--- src/rtl/consent_header_parser_pkg.sv ---
// Shared definitions for the consent packet header decoder: geometry constants,
// consent-state encoding and the packed header / decoded-output layouts.
package consent_pkg;

   localparam int BYTE_W      = 8;
   localparam int HDR_BYTES   = 18;
   localparam int HDR_W       = HDR_BYTES * BYTE_W;
   localparam int CKSUM_BYTES = 17;
   localparam int BYTE_CKSUM  = 17;

   typedef enum logic [1:0] {
      CONSENT_FULL       = 2'd0,
      CONSENT_DIMINISHED = 2'd1,
      CONSENT_SUSPENDED  = 2'd2,
      CONSENT_EMERGENCY  = 2'd3
   } consent_state_e;

   // Field order mirrors the wire format: byte 0 occupies the most significant bits.
   typedef struct packed {
      logic [31:0]    rpp_address;
      logic [31:0]    packet_id;
      logic [15:0]    origin_ref;
      consent_state_e cstate;
      logic           has_pma_link;
      logic           fallback_flag;
      logic [3:0]     reserved;
      logic [4:0]     phase_entropy_index;
      logic [2:0]     complecount_trace;
      logic [7:0]     payload_type;
      logic [7:0]     fallback_vector;
      logic [15:0]    coherence_window_id;
      logic [7:0]     phase_ref;
      logic [7:0]     checksum;
   } header_t;

   typedef struct packed {
      logic [31:0]    rpp_address;
      logic [31:0]    packet_id;
      logic [15:0]    origin_ref;
      consent_state_e cstate;
      logic           has_pma_link;
      logic           needs_fallback;
      logic [4:0]     phase_entropy_index;
      logic [2:0]     complecount_trace;
      logic [7:0]     payload_type;
      logic [7:0]     fallback_vector;
      logic [15:0]    coherence_window_id;
      logic [7:0]     phase_ref;
      logic           checksum_ok;
   } decoded_t;

   // LSB position of header byte idx within the big-endian header word.
   function automatic int byte_lsb(input int idx);
      return HDR_W - BYTE_W * (idx + 1);
   endfunction

   function automatic logic fallback_required(input consent_state_e cs, input logic flag);
      return flag || (cs == CONSENT_SUSPENDED) || (cs == CONSENT_EMERGENCY);
   endfunction

endpackage

--- src/rtl/header_xor_checksum.sv ---
// Combinational 8-bit XOR reduction over the 17 checksummed header bytes.
module header_xor_checksum
   import consent_pkg::*;
(
   input  logic [CKSUM_BYTES*BYTE_W-1:0] i_bytes,
   output logic [BYTE_W-1:0]             o_xor
);

   logic [BYTE_W-1:0] w_byte [CKSUM_BYTES];

   for (genvar gi = 0; gi < CKSUM_BYTES; gi++) begin : g_byte
      assign w_byte[gi] = i_bytes[gi*BYTE_W +: BYTE_W];
   end

   always_comb begin
      o_xor = '0;
      for (int i = 0; i < CKSUM_BYTES; i++) begin
         o_xor = o_xor ^ w_byte[i];
      end
   end

endmodule

--- src/rtl/consent_header_parser.sv ---
// Registered decoder for the 144-bit consent packet header: field slicing,
// routing flags and checksum status, one cycle of latency, no backpressure.
module consent_header_parser
   import consent_pkg::*;
(
   input  logic               clk,
   input  logic               rst_n,
   input  logic               in_valid,
   input  logic [HDR_W-1:0]   header_in,
   output logic               out_valid,
   output logic [31:0]        rpp_address,
   output logic [31:0]        packet_id,
   output logic [15:0]        origin_ref,
   output logic [4:0]         theta,
   output logic [2:0]         phi,
   output logic [2:0]         omega,
   output logic [7:0]         radius,
   output logic [1:0]         consent_state,
   output logic               has_pma_link,
   output logic               needs_fallback,
   output logic [4:0]         phase_entropy_index,
   output logic [2:0]         complecount_trace,
   output logic [7:0]         payload_type,
   output logic [7:0]         fallback_vector,
   output logic [15:0]        coherence_window_id,
   output logic [7:0]         phase_ref,
   output logic               checksum_ok
);

   header_t           w_hdr;
   logic [BYTE_W-1:0] w_xor;
   logic [BYTE_W-1:0] w_cksum_byte;
   decoded_t          w_dec;
   decoded_t          r_dec;
   logic              r_out_valid;

   assign w_hdr        = header_t'(header_in);
   assign w_cksum_byte = header_in[byte_lsb(BYTE_CKSUM) +: BYTE_W];

   header_xor_checksum u_cksum (
      .i_bytes (header_in[HDR_W-1 -: CKSUM_BYTES*BYTE_W]),
      .o_xor   (w_xor)
   );

   // Reserved bits of byte 10 are dropped here; they still feed the checksum.
   always_comb begin
      w_dec                     = '0;
      w_dec.rpp_address         = w_hdr.rpp_address;
      w_dec.packet_id           = w_hdr.packet_id;
      w_dec.origin_ref          = w_hdr.origin_ref;
      w_dec.cstate              = w_hdr.cstate;
      w_dec.has_pma_link        = w_hdr.has_pma_link;
      w_dec.needs_fallback      = fallback_required(w_hdr.cstate, w_hdr.fallback_flag);
      w_dec.phase_entropy_index = w_hdr.phase_entropy_index;
      w_dec.complecount_trace   = w_hdr.complecount_trace;
      w_dec.payload_type        = w_hdr.payload_type;
      w_dec.fallback_vector     = w_hdr.fallback_vector;
      w_dec.coherence_window_id = w_hdr.coherence_window_id;
      w_dec.phase_ref           = w_hdr.phase_ref;
      w_dec.checksum_ok         = (w_xor == w_cksum_byte);
   end

   always_ff @(posedge clk) begin
      if (!rst_n) begin
         r_out_valid <= 1'b0;
         r_dec       <= '0;
      end else begin
         r_out_valid <= in_valid;
         if (in_valid) begin
            r_dec <= w_dec;
         end
      end
   end

   assign out_valid           = r_out_valid;
   assign rpp_address         = r_dec.rpp_address;
   assign packet_id           = r_dec.packet_id;
   assign origin_ref          = r_dec.origin_ref;
   assign theta               = r_dec.rpp_address[31:27];
   assign phi                 = r_dec.rpp_address[26:24];
   assign omega               = r_dec.rpp_address[23:21];
   assign radius              = r_dec.rpp_address[20:13];
   assign consent_state       = r_dec.cstate;
   assign has_pma_link        = r_dec.has_pma_link;
   assign needs_fallback      = r_dec.needs_fallback;
   assign phase_entropy_index = r_dec.phase_entropy_index;
   assign complecount_trace   = r_dec.complecount_trace;
   assign payload_type        = r_dec.payload_type;
   assign fallback_vector     = r_dec.fallback_vector;
   assign coherence_window_id = r_dec.coherence_window_id;
   assign phase_ref           = r_dec.phase_ref;
   assign checksum_ok         = r_dec.checksum_ok;

endmodule

--- config.mk ---
export PLATFORM = sky130hd
export DESIGN_NAME = consent_header_parser
export DESIGN_NICKNAME = d
export VERILOG_FILES = /design/src/rtl/consent_header_parser_pkg.sv /design/src/rtl/header_xor_checksum.sv /design/src/rtl/consent_header_parser.sv
export SDC_FILE = /design/constraint.sdc
export NUM_CORES = 1
export LEC_CHECK = 0
export CORE_MARGIN = 5
export CORE_UTILIZATION = 45
export DETAILED_ROUTE_END_ITERATION = 8
export DONT_BUFFER_PORTS = 1
export PLACE_DENSITY = 0.64
export REMOVE_ABC_BUFFERS = 1
export SLEW_MARGIN = 20
export SYNTH_ARGS = -nofsm -noshare
export SYNTH_HDL_FRONTEND = slang
export SYNTH_SLANG_ARGS = --single-unit
--- constraint.sdc ---
create_clock -name clk -period 2.35 [get_ports clk]
set_input_delay 0.47 -clock clk [delete_from_list [all_inputs] [get_ports clk]]
set_output_delay 0.47 -clock clk [all_outputs]
set_load 0.05 [all_outputs]
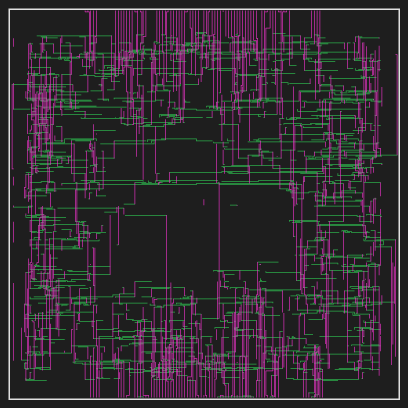
Figure 1: routed metal, one colour a layer.
(3 px per µm) Two of the layers only.
M1 -> green  # wire length 5020 µm
M2 -> magenta  # wire length 6840 µm

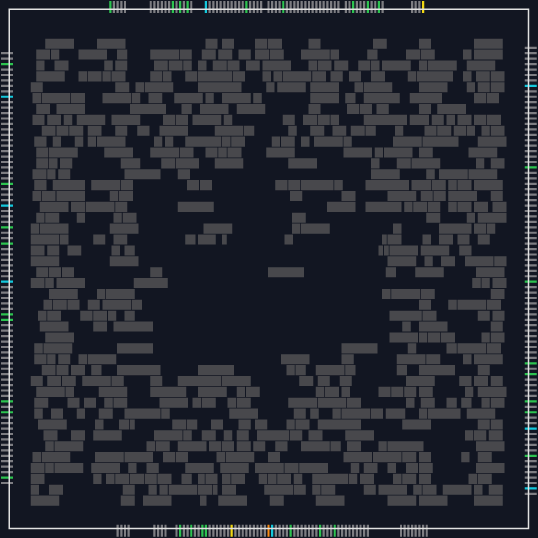
Figure 2: I/O pins on the die edge.
(4 px per µm) Pins as bars across the die edge, other pins in grey.
payload_type -> cyan  # pins 8, direction output, edge 3 left, 3 right, 1 top, 1 bottom
checksum_ok -> orange  # pins 1, direction output, edge bottom
consent_state -> yellow  # pins 2, direction output, edge 1 top, 1 bottom
rpp_address -> green  # pins 32, direction output, edge 9 left, 9 top, 7 bottom, 7 right

==> run notes <==
impl run done, here's what came out: hold_buf cts 0, Clk pwr share 43.8%, final setup violation count 0, DR DRC count 0, Initial DRC Count 119, first-pass GRT wire length 21800 µm, ys cells 582, Placed Instances 733, Signal inverters 1, Seq area share 37.2%, area leader, netlist dfxtp_1, Slew @ Worst Pin 595 ps, Final Skew 0 ps, minimum clock period 1760 ps, #FFs+latches synth 134, pwr dens 983 nW/µm², CTS tree yes, CP Class in2reg, outcome finished, final reports clean, Logic pwr share 15.2%, nonclk buf count 19, largest class combinational gates, nets 719, Post CTS Setup Buffer Count 0
[path summary, 6_finish.rpt]
kind	start	to	slack [ps]	cells past startpoint
max	header_in[116]	checksum_ok	590	6
min	rst_n	phase_entropy_index[1]	180	1
max reg2reg	checksum_ok	checksum_ok	1310	2
min reg2reg	rpp_address[17]	rpp_address[17]	530	2
[critical path: stages]
cell     delay (ps)
xor2_1          150
xnor2_1         240
xnor3_2         460
xnor2_1         130
or4_1           530
o22ai_2         110
[cell families (layout without fill, tap and decap cells)]
group                     count (synthesis)  count (layout)  synth area share (%)
AOI/OAI and AO/OA                         3               3                 0.350
xor gates and xnor gates                126             126                  19.6
buffers and inverters                    49              52                  4.42
DFF                                     134             134                  41.8
muxes                                   132             132                  20.6
and+or+nand+nor                         138             138                  13.3
[flip-flops by register name, summed over array words and instances (netlist names), 5 cells and up]
| signal | cells |
|---|---|
| phase_ref | 8 |
| packet_id | 32 |
| rpp_address | 32 |
| origin_ref | 16 |
| phase_entropy_index | 5 |
| payload_type | 8 |
| fallback_vector | 8 |
| coherence_window_id | 16 |
[metal layers]
layer | track usage (%) | vias up | part of all wire [%] | wire (µm)
met5 | 0 | - | 0 | 0
met4 | 8.80 | 0 | 3.5 | 507
met3 | 9.36 | 33 | 14 | 2030
met2 | 27.1 | 205 | 48 | 6840
met1 | 17.9 | 1698 | 35 | 5020
li1 | - | 1859 | - | -
[power groups by stage]
stage / clock network, mW / logic [mW] / registers, mW
after floorplan: 0 / 0.791 / 3.06
after global placement: 0 / 1.09 / 2.95
after detailed placement: 0 / 1.10 / 2.95
after CTS: 3.18 / 1.10 / 2.91
after global routing: 3.31 / 1.16 / 2.92
final: 3.11 / 1.07 / 2.90
Power and IR drop assume default switching activity.
